<file path="src/rtl/sevenseg_pkg.sv">
// Shared constants and helpers for the seven-segment scan driver.
// Segment codes are {a,b,c,d,e,f,g}, active-low.
package sevenseg_pkg;

    localparam logic [6:0] SEG_BLANK = 7'b1111111;
    localparam logic [6:0] SEG_MINUS = 7'b1111110;
    localparam logic [6:0] SEG_DASH  = SEG_MINUS;

    typedef enum logic [1:0] {
        CONV_IDLE,
        CONV_SHIFT,
        CONV_COMMIT
    } conv_state_t;

    // Nibbles needed to hold any IN_W-bit value in BCD, with headroom.
    function automatic int conv_digits(input int w);
        return (w + 2) / 3 + 1;
    endfunction

    function automatic logic [6:0] bcd_to_seg(input logic [3:0] n);
        logic [6:0] s;
        case (n)
            4'd0:    s = 7'b0000001;
            4'd1:    s = 7'b1001111;
            4'd2:    s = 7'b0010010;
            4'd3:    s = 7'b0000110;
            4'd4:    s = 7'b1001100;
            4'd5:    s = 7'b0100100;
            4'd6:    s = 7'b0100000;
            4'd7:    s = 7'b0001111;
            4'd8:    s = 7'b0000000;
            4'd9:    s = 7'b0000100;
            default: s = SEG_BLANK;
        endcase
        return s;
    endfunction

endpackage

</file>
<file path="src/rtl/sevenseg_scan_driver_conv.sv">
// Iterative double-dabble converter: one add-3/shift step per cycle,
// followed by a single COMMIT cycle where the BCD result is valid.
module bcd_seq_conv
    import sevenseg_pkg::*;
#(
    parameter int IN_W = 13,
    parameter int CD   = conv_digits(IN_W)
) (
    input  logic              clk,
    input  logic              rst_n,
    input  logic              start,
    input  logic [IN_W-1:0]   bin,
    output logic              busy,
    output logic              done,
    output logic [4*CD-1:0]   bcd
);

    localparam int CW = $clog2(IN_W + 1);

    conv_state_t     state;
    conv_state_t     state_nxt;
    logic [IN_W-1:0] bin_q;
    logic [4*CD-1:0] bcd_q;
    logic [4*CD-1:0] adj;
    logic [CW-1:0]   cnt;

    always_ff @(posedge clk) begin
        if (!rst_n) begin
            state <= CONV_IDLE;
        end else begin
            state <= state_nxt;
        end
    end

    always_comb begin
        state_nxt = state;
        case (state)
            CONV_IDLE: begin
                if (start) begin
                    state_nxt = CONV_SHIFT;
                end
            end
            CONV_SHIFT: begin
                if (cnt == CW'(IN_W - 1)) begin
                    state_nxt = CONV_COMMIT;
                end
            end
            CONV_COMMIT: state_nxt = CONV_IDLE;
            default:     state_nxt = CONV_IDLE;
        endcase
    end

    always_comb begin
        adj = bcd_q;
        for (int i = 0; i < CD; i++) begin
            if (bcd_q[4*i +: 4] >= 4'd5) begin
                adj[4*i +: 4] = bcd_q[4*i +: 4] + 4'd3;
            end
        end
    end

    always_ff @(posedge clk) begin
        if (!rst_n) begin
            bin_q <= '0;
            bcd_q <= '0;
            cnt   <= '0;
        end else if (state == CONV_IDLE && start) begin
            bin_q <= bin;
            bcd_q <= '0;
            cnt   <= '0;
        end else if (state == CONV_SHIFT) begin
            bcd_q <= {adj[4*CD-2:0], bin_q[IN_W-1]};
            bin_q <= {bin_q[IN_W-2:0], 1'b0};
            cnt   <= cnt + CW'(1);
        end
    end

    assign busy = (state != CONV_IDLE);
    assign done = (state == CONV_COMMIT);
    assign bcd  = bcd_q;

endmodule

</file>
<file path="src/rtl/sevenseg_scan_driver.sv">
// Multiplexed seven-segment driver: load latch, BCD formatting
// (sign, blanking, overflow) and the digit scan/output registers.
module sevenseg_scan_driver
    import sevenseg_pkg::*;
#(
    parameter int DIGITS       = 4,
    parameter int IN_W         = 13,
    parameter int REFRESH_BITS = 18
) (
    input  logic              clk,
    input  logic              rst_n,
    input  logic [IN_W-1:0]   value_in,
    input  logic              load,
    input  logic              signed_mode,
    input  logic              blank_lz,
    input  logic [DIGITS-1:0] dp_in,
    output logic              busy,
    output logic [DIGITS-1:0] AN,
    output logic [6:0]        SEG,
    output logic              DP
);

    localparam int CD = conv_digits(IN_W);
    localparam int DW = (CD > DIGITS) ? CD : DIGITS;
    localparam int IW = (DIGITS > 1) ? $clog2(DIGITS) : 1;

    logic              start;
    logic              conv_busy;
    logic              conv_done;
    logic [IN_W-1:0]   mag;
    logic [4*CD-1:0]   conv_bcd;
    logic [4*DW-1:0]   bcd_ext;

    logic              sgn_q;
    logic              neg_q;
    logic              blank_q;
    logic [DIGITS-1:0] dp_q;

    logic              ovf;
    int                msd;
    logic [6:0]        seg_nxt  [DIGITS];
    logic [6:0]        seg_disp [DIGITS];
    logic [DIGITS-1:0] dp_disp;

    logic [REFRESH_BITS-1:0] presc;
    logic [IW-1:0]           idx;

    assign start = load & ~conv_busy;
    assign busy  = conv_busy;

    // Magnitude fits IN_W unsigned bits, including -2^(IN_W-1).
    assign mag = (signed_mode && value_in[IN_W-1]) ?
                 (~value_in + IN_W'(1)) : value_in;

    bcd_seq_conv #(
        .IN_W (IN_W),
        .CD   (CD)
    ) u_conv (
        .clk   (clk),
        .rst_n (rst_n),
        .start (start),
        .bin   (mag),
        .busy  (conv_busy),
        .done  (conv_done),
        .bcd   (conv_bcd)
    );

    always_ff @(posedge clk) begin
        if (!rst_n) begin
            sgn_q   <= 1'b0;
            neg_q   <= 1'b0;
            blank_q <= 1'b1;
            dp_q    <= '0;
        end else if (start) begin
            sgn_q   <= signed_mode;
            neg_q   <= signed_mode & value_in[IN_W-1];
            blank_q <= blank_lz;
            dp_q    <= dp_in;
        end
    end

    assign bcd_ext = (4*DW)'(conv_bcd);

    // Signed mode reserves the top digit for the sign, so its limit drops.
    always_comb begin
        ovf = 1'b0;
        msd = 0;
        for (int i = 0; i < DW; i++) begin
            if (bcd_ext[4*i +: 4] != 4'd0) begin
                if (i >= (sgn_q ? DIGITS - 1 : DIGITS)) begin
                    ovf = 1'b1;
                end else begin
                    msd = i;
                end
            end
        end
        for (int i = 0; i < DIGITS; i++) begin
            seg_nxt[i] = bcd_to_seg(bcd_ext[4*i +: 4]);
            if (ovf) begin
                seg_nxt[i] = SEG_DASH;
            end else if (blank_q && i > msd) begin
                seg_nxt[i] = (neg_q && i == msd + 1) ? SEG_MINUS : SEG_BLANK;
            end else if (!blank_q && neg_q && i == DIGITS - 1) begin
                seg_nxt[i] = SEG_MINUS;
            end
        end
    end

    always_ff @(posedge clk) begin
        if (!rst_n) begin
            for (int i = 0; i < DIGITS; i++) begin
                seg_disp[i] <= (i == 0) ? bcd_to_seg(4'd0) : SEG_BLANK;
            end
            dp_disp <= '0;
        end else if (conv_done) begin
            for (int i = 0; i < DIGITS; i++) begin
                seg_disp[i] <= seg_nxt[i];
            end
            dp_disp <= dp_q;
        end
    end

    always_ff @(posedge clk) begin
        if (!rst_n) begin
            presc <= '0;
            idx   <= IW'(DIGITS - 1);
            AN    <= '1;
            SEG   <= SEG_BLANK;
            DP    <= 1'b1;
        end else begin
            presc <= presc + REFRESH_BITS'(1);
            if (&presc) begin
                idx <= (idx == '0) ? IW'(DIGITS - 1) : idx - IW'(1);
            end
            AN  <= ~(DIGITS'(1) << idx);
            SEG <= seg_disp[idx];
            DP  <= ~dp_disp[idx];
        end
    end

endmodule

</file>
<file path="config.mk">
export PLATFORM = sky130hd
export DESIGN_NAME = sevenseg_scan_driver
export DESIGN_NICKNAME = d
export VERILOG_FILES = /design/src/rtl/sevenseg_pkg.sv /design/src/rtl/sevenseg_scan_driver_conv.sv /design/src/rtl/sevenseg_scan_driver.sv
export SDC_FILE = /design/constraint.sdc
export NUM_CORES = 1
export LEC_CHECK = 0
export CAP_MARGIN = 20
export CORE_UTILIZATION = 50
export CTS_BUF_LIST = sky130_fd_sc_hd__clkbuf_4
export DETAILED_ROUTE_END_ITERATION = 12
export PLACE_DENSITY = 0.69
export REMOVE_ABC_BUFFERS = 1
export SYNTH_ARGS = -nofsm -noshare
export SYNTH_HDL_FRONTEND = slang
export SYNTH_HIERARCHICAL = 1
export SYNTH_SLANG_ARGS = --single-unit
</file>
<file path="constraint.sdc">
create_clock -name clk -period 4.9 [get_ports clk]
set_input_delay 0.49 -clock clk [delete_from_list [all_inputs] [get_ports clk]]
set_output_delay 0.49 -clock clk [all_outputs]
set_load 0.01 [all_outputs]
</file>
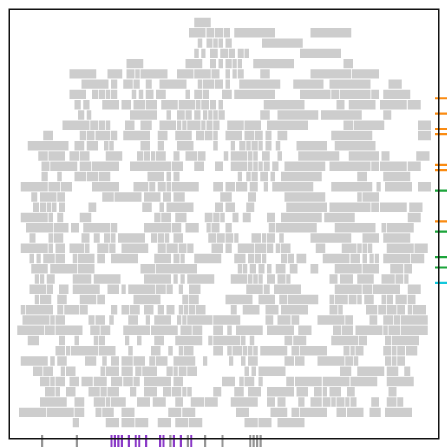
(pin map)
Pins as bars across the die edge, other pins in grey.
[AN] green | pins: 4 | direction: output | edge: right
[SEG] orange | pins: 7 | direction: output | edge: right
[DP] cyan | pins: 1 | direction: output | edge: right
[value_in] purple | pins: 13 | direction: input | edge: bottom
all pins by edge: 23 bottom, 12 right

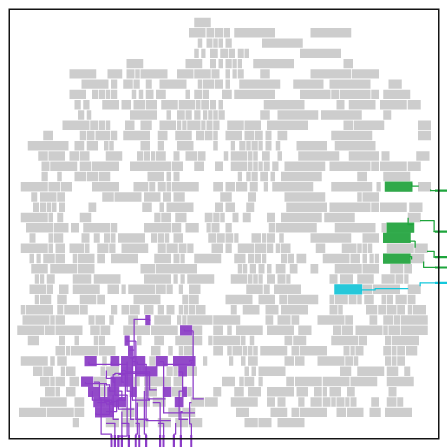
(wires at chosen ports, followed through buffers)
[AN] green | direction: output | end cells: 4 | buffers: 4 | wire: 26.1 microns
[value_in] purple | direction: input | end cells: 28 | buffers: 13 | wire: 428 microns
[DP] cyan | direction: output | end cells: 1 | buffers: 1 | wire: 17.9 microns

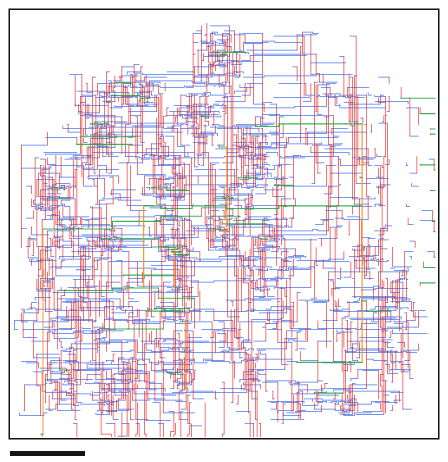
(signal wires by layer)
Scale bar: 20 microns.
[met3] green | wire length: 441 microns
[met2] red | wire length: 6010 microns
[met1] blue | wire length: 5650 microns
[met4] orange | wire length: 190 microns

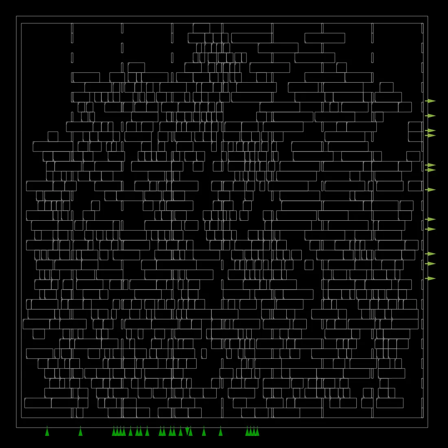
(placement view)
# Taps: 168
Rows: 40
Non-Filler Instances: 871
Flops: 114

==> deck_impl_summary.md <==
Synthesis and Place & Route Summary

Global route
  – Grt peak-use layer: met2
  – Initial antenna violation count: 1
  – Met1 Use GR: 0.246

Final timing
  – RSZ-0062 raised after global routing: false
  – Post-route clock skew: 0.0126 ns
  – Max-slew headroom: 0.338
  – Least-Margin Pin Slew: 0.993 ns
  – Slew Viols, Final: 0

Clock network
  – Clock tree buffer depth: 2
  – H-tree depth: 4
  – Worst-path clk slew: about 0.10 ns

Power
  – Peak supply drop: ~0.27 mV
  – Comb power: ~0.20 mW
  – Combinational Power Share: 0.105
  – Switching power: slightly below 0.5 mW
  – Seq pwr share: 0.522

Critical path
  – RR Startpoint: u_conv/state[1]$_SDFFE_PN0P_
  – CP Capture Point: u_conv/bcd[2]$_SDFFE_PP0N_
  – Crit-path max cell delay: roughly 0.66 ns
  – CP endpoint kind: flop
  – CP top delay family: simple AND/OR/NAND/NOR gates
  – Crit path depth: 8

Finish
  – Final instance area: 6900 sq um
  – Flop share of the area: 0.371
  – Top cell excl fill/tap: dfxtp_1
  – Non-clk buf share: 0.0518
  – Reg area: roughly 2600 sq um
  – Comb/total area: 0.483
  – Comb gates: between 400 and 500

Routing
  – Vias/cell: about 5.5
  – DR pass1 iterations: 5
  – Routed wire per std cell: 14.1 microns
  – Metal3 WL: approximately 440 microns
  – Max Used Layer: met4
  – WL met1: approximately 5600 microns

Worst hold path
  – Hold crit path type: in -> reg
  – WHS Endpoint: u_conv/bin_q[4]$_SDFFE_PN0P_

Place
  – Post-DP HPWL: about 8400 microns

Synth
  – Yosys cell count: between 600 and 700
  – Yosys xor share: 0.0380
  – Area leader, netlist: dfxtp_1
  – Max-area cell share: 0.277
  – Commonest flop: dfxtp_1
  – Top cells, area: dfxtp_1 (28%), edfxtp_1 (14%), ha_1 (8.1%), nand2_1 (4.3%), a21oi_1 (3.1%)

Outcome
  – Outcome: finished, final reports clean

Floorplan
  – Fp util: 0.515
-- cells in the mapped netlist, types with 7 or more instances --
library cell,count
a31oi_1,8
a21boi_0,14
nand2b_1,30
mux2_2,7
nor3_1,8
a22oi_1,12
o21ai_0,32
nor3b_1,9
dfxtp_1,86
mux4_2,8
nor2b_1,8
mux2i_1,10
a21oi_1,38
a21boi_1,8
and3_1,7
ha_1,40
nand3_1,13
xor2_1,13
inv_1,36
edfxtp_1,28
nor2_1,39
and2_1,16
a211oi_1,10
clkbuf_1,20
o22ai_1,11
xnor2_1,14
nand2_1,72
-- state kept, by name (all words and copies together), names as in the netlist, 2 cells and up --
name / flops
u_conv/bin_q: 13
SEG: 7
u_conv/cnt: 4
u_conv/bcd: 24
dp_q: 4
presc: 18
seg_disp: 28
dp_disp: 4
u_conv/state: 2
idx: 2
AN: 4
Power figures rest on the tool's default switching activity, not on a simulated workload.
